<file path="src/rtl/hamming_pkg.sv">
// Shared definitions for the hamming register and its scrub controller.
package hamming_pkg;

    localparam int unsigned DATA_WIDTH_DEF   = 16;
    localparam int unsigned SCRUB_PERIOD_DEF = 64;
    localparam int unsigned CNT_WIDTH_DEF    = 8;
    localparam int unsigned BURST_WINDOW_DEF = 16;
    localparam int unsigned BURST_THRESH_DEF = 3;

    typedef enum logic [1:0] {
        IDLE      = 2'd0,
        WRITEBACK = 2'd1,
        SETTLE    = 2'd2
    } scrub_state_t;

endpackage

</file>
<file path="src/rtl/hamming_sat_counter.sv">
// Saturating up-counter with synchronous clear; when clear and increment
// coincide, the clear is applied first and the increment lands on top of it.
module hamming_sat_counter #(
    parameter int unsigned WIDTH = 8
) (
    input  logic             clk,
    input  logic             rst_n,
    input  logic             clr_i,
    input  logic             inc_i,
    output logic [WIDTH-1:0] cnt_o
);

    localparam logic [WIDTH-1:0] ONE = WIDTH'(1);

    logic [WIDTH-1:0] cnt_q;
    logic [WIDTH-1:0] cnt_d;

    // Clear, then increment unless already at all-ones.
    always_comb begin
        cnt_d = clr_i ? '0 : cnt_q;
        if (inc_i && (cnt_d != '1)) begin
            cnt_d = cnt_d + ONE;
        end
    end

    // Count register.
    always_ff @(posedge clk or negedge rst_n) begin
        if (!rst_n) begin
            cnt_q <= '0;
        end else begin
            cnt_q <= cnt_d;
        end
    end

    assign cnt_o = cnt_q;

endmodule

</file>
<file path="src/rtl/hamming_scrubber.sv">
// Scrub controller owning the hamming register write port: passes user writes
// straight through, writes back corrected words on detected errors, refreshes
// periodically, counts corrections and flags bursts of upsets.
module hamming_scrubber
    import hamming_pkg::*;
#(
    parameter int unsigned data_width   = DATA_WIDTH_DEF,
    parameter int unsigned SCRUB_PERIOD = SCRUB_PERIOD_DEF,
    parameter int unsigned CNT_WIDTH    = CNT_WIDTH_DEF,
    parameter int unsigned BURST_WINDOW = BURST_WINDOW_DEF,
    parameter int unsigned BURST_THRESH = BURST_THRESH_DEF
) (
    input  logic                  clk,
    input  logic                  reset,
    input  logic                  wren,
    input  logic [data_width-1:0] wdata,
    input  logic [data_width-1:0] rdata_in,
    input  logic                  err_in,
    input  logic                  alarm_clr,
    output logic                  reg_wren,
    output logic [data_width-1:0] reg_wdata,
    output logic                  busy,
    output logic [CNT_WIDTH-1:0]  err_count,
    output logic                  burst_alarm
);

    localparam int unsigned RW = $clog2(SCRUB_PERIOD);
    localparam int unsigned GW = $clog2(BURST_WINDOW + 1);
    localparam int unsigned BW = $clog2(BURST_THRESH + 1);

    localparam logic [RW-1:0] REF_LAST = RW'(SCRUB_PERIOD - 1);
    localparam logic [RW-1:0] REF_ONE  = RW'(1);
    localparam logic [GW-1:0] GAP_MAX  = GW'(BURST_WINDOW);
    localparam logic [GW-1:0] GAP_ONE  = GW'(1);
    localparam logic [BW-1:0] THRESH   = BW'(BURST_THRESH);

    scrub_state_t          state_q, state_d;
    logic [data_width-1:0] capt_q, capt_d;
    logic [RW-1:0]         ref_q, ref_d;
    logic [GW-1:0]         gap_q, gap_d;
    logic                  alarm_q, alarm_d;
    logic                  detect;
    logic                  gap_expire;
    logic [BW-1:0]         burst_cnt;

    // Next state, capture and detection; a refresh defers to a concurrent
    // user write, which rewrites the word anyway and restarts the timer.
    always_comb begin
        state_d = state_q;
        capt_d  = capt_q;
        detect  = 1'b0;
        unique case (state_q)
            IDLE: begin
                if (err_in && !wren) begin
                    detect  = 1'b1;
                    capt_d  = rdata_in;
                    state_d = WRITEBACK;
                end else if (!wren && (ref_q == REF_LAST)) begin
                    capt_d  = rdata_in;
                    state_d = WRITEBACK;
                end
            end
            WRITEBACK: state_d = SETTLE;
            SETTLE:    state_d = IDLE;
            default:   state_d = IDLE;
        endcase
    end

    // Refresh timer runs only while idle and quiet; gap timer parks at the window.
    always_comb begin
        ref_d = '0;
        if ((state_q == IDLE) && (state_d == IDLE) && !reg_wren) begin
            ref_d = ref_q + REF_ONE;
        end
        gap_expire = (gap_q == GAP_MAX);
        gap_d      = detect ? '0 : (gap_expire ? gap_q : gap_q + GAP_ONE);
        alarm_d    = (alarm_q || (burst_cnt >= THRESH)) && !alarm_clr;
    end

    // State, capture, timers and sticky alarm registers.
    always_ff @(posedge clk or negedge reset) begin
        if (!reset) begin
            state_q <= IDLE;
            capt_q  <= '0;
            ref_q   <= '0;
            gap_q   <= '0;
            alarm_q <= 1'b0;
        end else begin
            state_q <= state_d;
            capt_q  <= capt_d;
            ref_q   <= ref_d;
            gap_q   <= gap_d;
            alarm_q <= alarm_d;
        end
    end

    hamming_sat_counter #(.WIDTH(CNT_WIDTH)) u_err_cnt (
        .clk   (clk),
        .rst_n (reset),
        .clr_i (1'b0),
        .inc_i (detect),
        .cnt_o (err_count)
    );

    hamming_sat_counter #(.WIDTH(BW)) u_burst_cnt (
        .clk   (clk),
        .rst_n (reset),
        .clr_i (alarm_clr || gap_expire),
        .inc_i (detect),
        .cnt_o (burst_cnt)
    );

    // The count itself feeds the alarm so it rises on the detection edge;
    // the sticky bit holds it once the count is cleared by the gap timer.
    assign burst_alarm = alarm_q || (burst_cnt >= THRESH);
    assign reg_wren    = wren || (state_q == WRITEBACK);
    assign reg_wdata   = wren ? wdata : capt_q;
    assign busy        = (state_q != IDLE);

endmodule
</file>
<file path="config.mk">
export PLATFORM = sky130hd
export DESIGN_NAME = hamming_scrubber
export DESIGN_NICKNAME = d
export VERILOG_FILES = /design/src/rtl/hamming_pkg.sv /design/src/rtl/hamming_sat_counter.sv /design/src/rtl/hamming_scrubber.sv
export SDC_FILE = /design/constraint.sdc
export NUM_CORES = 1
export LEC_CHECK = 0
export ABC_AREA = 1
export CELL_PAD_IN_SITES_DETAIL_PLACEMENT = 2
export CELL_PAD_IN_SITES_GLOBAL_PLACEMENT = 2
export CORE_MARGIN = 5
export CORE_UTILIZATION = 28
export CTS_CLUSTER_SIZE = 28
export DETAILED_ROUTE_END_ITERATION = 10
export GPL_TIMING_DRIVEN = 0
export PLACE_DENSITY_LB_ADDON = 0.08
export RECOVER_POWER = 50
export SKIP_CTS_REPAIR_TIMING = 1
export SKIP_LAST_GASP = 1
export SLEW_MARGIN = 5
export SYNTH_ARGS = -nofsm -noshare
export SYNTH_HDL_FRONTEND = slang
export SYNTH_HIERARCHICAL = 1
export SYNTH_SLANG_ARGS = --single-unit
</file>
<file path="constraint.sdc">
create_clock -name clk -period 2.7 [get_ports clk]
set_clock_uncertainty 0.1 [all_clocks]
set_input_delay 0.54 -clock clk [delete_from_list [all_inputs] [get_ports clk]]
set_output_delay 0.54 -clock clk [all_outputs]
set_load 0.05 [all_outputs]
</file>
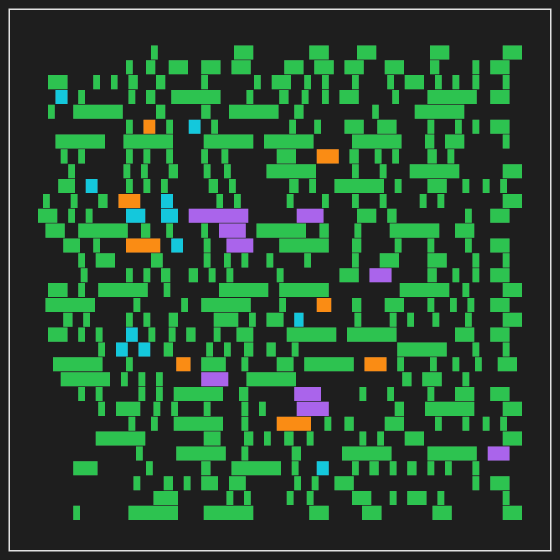
run_1/sizing.png
- x2: cyan (cells 12; share 3.3%)
- x6 and larger: purple (cells 9; share 2.5%; most used clkbuf_8)
- x1 and smaller: green (cells 338; share 92%; most used nand2_1)
- x3 and x4: orange (cells 8; share 2.2%)
post-route design area: 0.003074 sq mm
Final WS setup: 130.9 ps
Layout area overhead: 38.97%
Non-clk bufs: 67

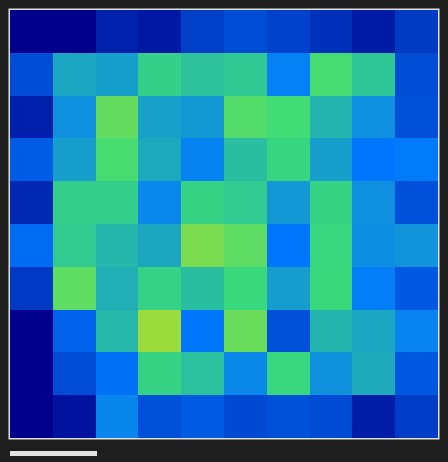
run_1/util_map.png
Scale bar: 20 um. The die is cut into 10 by 10 equal tiles; dark blue is low, red is high, 0 to 100% covered.
- densest ninth of the die: centre
- fullest tile: 62%
- nearly empty tiles: 5.0%
- mean over tiles: 30%
- emptiest ninth of the die: lower left
Initial Utilization: 0.2863
utilization after layout: 0.3978
core area: 0.007727 sq mm

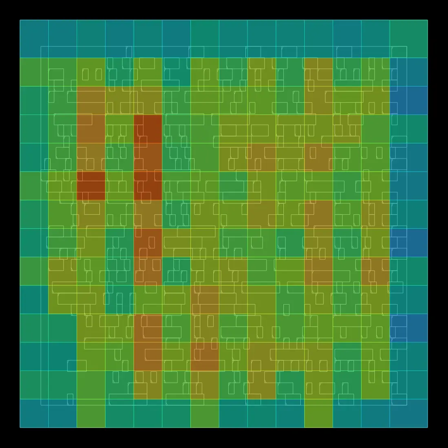
run_1/congestion_map.png
layer with the highest usage: met2
global-route usage over all layers: 0.1346
GRT met2 Usage: 0.2376

==> run summary, run 1 <==
Outcome -> complete, no violations
Finished Layout Cells -> 469
MaxCap Viol Count -> 0
Die span in x -> 98.89 um
Dominant Register Cell -> dfrtp_1
FF-to-FF setup slack -> 340 ps
Power Clock -> 505 uW
Max Used Layer -> met4
Cell family with most CP delay -> buffers and inverters
Syn Area/Cell -> 7.576 sq um
Commonest cells in the netlist -> nand2_1, dfrtp_1, nand3_1
Num CTS Buffers -> 5
Yosys top cell by instances -> nand2_1
Leading cell kind -> logic gates
Setup CP Type -> in2out
CTS Sinks -> 40
Reg2reg end -> capt_q[9]$_DFFE_PN0P_
Critical R2R Launch -> ref_q[0]$_DFF_PN0_
Fill cells -> 911
R2r worst-path depth -> 7
Pwr Total -> 1.775 mW
Detailed Routing Iterations Pass 1 -> 4
Top reg by flops -> capt_q
Logic Gate Count -> 221
Congestion Overflow GR -> 0
FF+latch area -> 0.001001 sq mm
Worst VDD drop -> 272.0 uV
Pins Over Slew Limit -> 0
Clkbuf count -> 5
Critical path arrival -> 1930 ps
Pwr Density -> 577.4 mW/mm^2
ANT nets after route -> 0
H-tree depth -> 2
Routed wl met2 -> 3.103 mm
Area after DPL -> 0.002998 sq mm
I/O pin cnt -> 64
Metal-1 WL -> 2.971 mm
Clock-pin slew on the worst setup and hold paths -> 90 ps
Comb/total area -> 0.3390
Non-clk invs -> 31
WL met3 -> 246 um
FMAX -> 0.3892 GHz
Final Setup Violations -> 0
Synth logic family -> simple AND/OR/NAND/NOR gates
Worst Path Buf+Inv -> 2
Flop share of the area -> 0.3256
Hold_ws -> 147.5 ps
Final non-clock buffer share -> 0.2149
Residual DRC -> 0
DIE HEIGHT -> 98.89 um
Met3 Use GR -> 0.02335
Number of synthesis warnings -> 6
Simple Share, Synth -> 0.3863
Minimum clock period -> 2569 ps
Layout net count -> 407
Clock latency on the worst-skew pair -> 290 ps
Mux area share -> 0
WL/cell -> 13.59 um
Max reg flops -> 16
Fin Setup TNS -> 0 ps
Largest net degree at the start of global routing -> 30
Sw frac -> 0.3453
Most frequent cells in the layout -> nand2_1, clkdlybuf4s50_1, dfrtp_1, nand3_1, inv_1
Tapcells -> 102
Yosys top cell by area -> dfrtp_1
Placer Congestion -> 0.7030
Gate power share -> 0.293
Layout cells sized above 1 -> 0.07902
Registers, synthesis -> 40
Power in sequential cells -> 750 uW
Post-Synthesis Cells -> 292
Slew at the pin with the worst max-slew slack -> 1372 ps
Sequential fraction of the synthesis area -> 0.4525
Pleak -> 1.498 nW
run_1/class_map.png
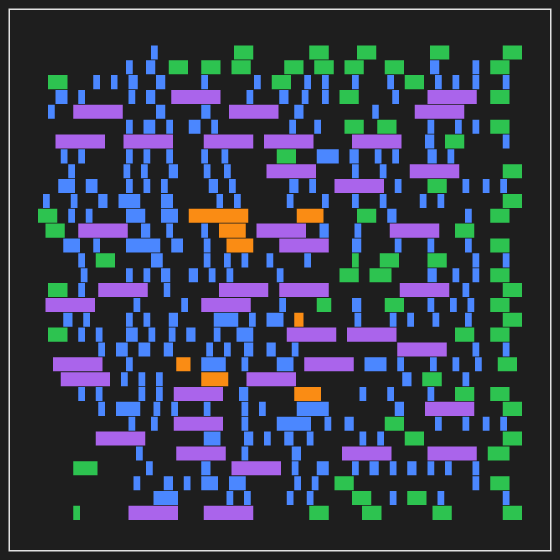

==> run 2: changes to the inputs <==
CAP_MARGIN = 20   (was not set)
CORE_UTILIZATION = 26   (was 28)
clock period = 2.9 ns   (was 2.7 ns; I/O delays follow)
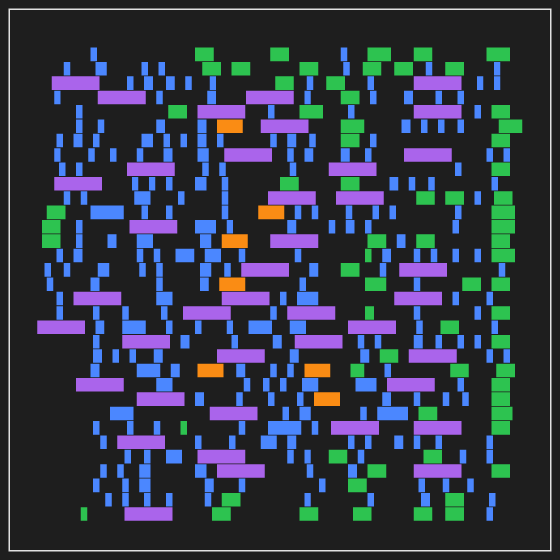
run_2/class_map.png
- sequential cells: purple (cells 40)
- clock drivers and dummy loads: orange (cells 7)
- remaining logic cells: blue (cells 252)
- remaining buffers and delay cells: green (cells 68)
flop share of the area: 0.3251
core area: 0.008258 sq mm
utilization after layout: 0.3729
post-route design area: 0.003079 sq mm

==> run 2 against run 1 <==
Net effect:
- sequential cell count did not move
- utilization fell by 2.5 points
- power fell by 11%
- via count rose by 1.7%
- synthesized cell count did not move
- die area rose by 6.9%
- critical endpoint is now reg_wdata[4]
==> run summary, run 2 <==
Final WS setup -> 253.7 ps
Yosys top cell by instances -> nand2_1
Post-Synthesis Cells -> 292
Pins Over Slew Limit -> 0
FMAX -> 0.3779 GHz
Sequential fraction of the synthesis area -> 0.4525
Simple Share, Synth -> 0.3863
Fin Setup TNS -> 0 ps
Met3 Use GR -> 0.01980
Sequential cell count -> 40
Layout net count -> 408
Max reg flops -> 16
Number of synthesis warnings -> 6
Layer with the highest usage -> met2
Commonest cells in the netlist -> nand2_1, dfrtp_1, nand3_1
Top reg by flops -> capt_q
RSZ-0062 raised after global routing -> false
Congestion Overflow GR -> 0
Leading cell kind -> logic gates
WP data required -> 2220 ps
Dominant Register Cell -> dfrtp_1
Fill cells -> 991
Finished Layout Cells -> 472
Non-clk bufs -> 68
Max Used Layer -> met4
R2r worst-path depth -> 7
Placer Congestion -> 0.7031
Pleak -> 1.579 nW
Routed wl met2 -> 3.449 mm
Clkbuf count -> 7
Outcome -> complete, no violations
Pwr Density -> 514.8 mW/mm^2
WL met3 -> 253 um
Registers, synthesis -> 40
Area after DPL -> 0.003002 sq mm
Yosys adder share -> 0.02262
H-tree depth -> 2
Gate power share -> 0.305
FF+latch area -> 0.001001 sq mm
Syn Area/Cell -> 7.576 sq um
MaxCap Viol Count -> 0
Clock latency on the worst-skew pair -> 290 ps
Reg2reg end -> capt_q[12]$_DFFE_PN0P_
Detailed Routing Iterations Pass 1 -> 3
Critical path arrival -> 1970 ps
Largest net degree at the start of global routing -> 25
Worst VDD drop -> 174.8 uV
Pwr Total -> 1.585 mW
Critical R2R Launch -> ref_q[0]$_DFF_PN0_
Hold_ws -> 313.4 ps
Layout area overhead -> 39.20%
Tapcells -> 105
Power in sequential cells -> 696 uW
Yosys top cell by area -> dfrtp_1
Die span in x -> 102.2 um
Residual DRC -> 0
Synth logic family -> simple AND/OR/NAND/NOR gates
Setup CP Type -> in2out
Most frequent cells in the layout -> nand2_1, clkdlybuf4s50_1, dfrtp_1, nand3_1, inv_1
Power Clock -> 406 uW
DIE HEIGHT -> 102.2 um
I/O pin cnt -> 64
Slew at the pin with the worst max-slew slack -> 1387 ps
Metal-1 WL -> 2.929 mm
Layout cells sized above 1 -> 0.07902
Num CTS Buffers -> 5
CTS Sinks -> 40
Logic Gate Count -> 221
ANT nets after route -> 0
Clock-pin slew on the worst setup and hold paths -> 80 ps
Initial Utilization -> 0.2679
Minimum clock period -> 2646 ps
Non-clk invs -> 31
Library cells used by synthesis -> 29
FF-to-FF setup slack -> 480 ps
Mux area share -> 0
Initial antenna violation count -> 0
Worst Path Buf+Inv -> 2
Final non-clock buffer share -> 0.2198
WL/cell -> 14.16 um
GRT met2 Usage -> 0.2454
Final Setup Violations -> 0
Power and IR drop assume default switching activity.
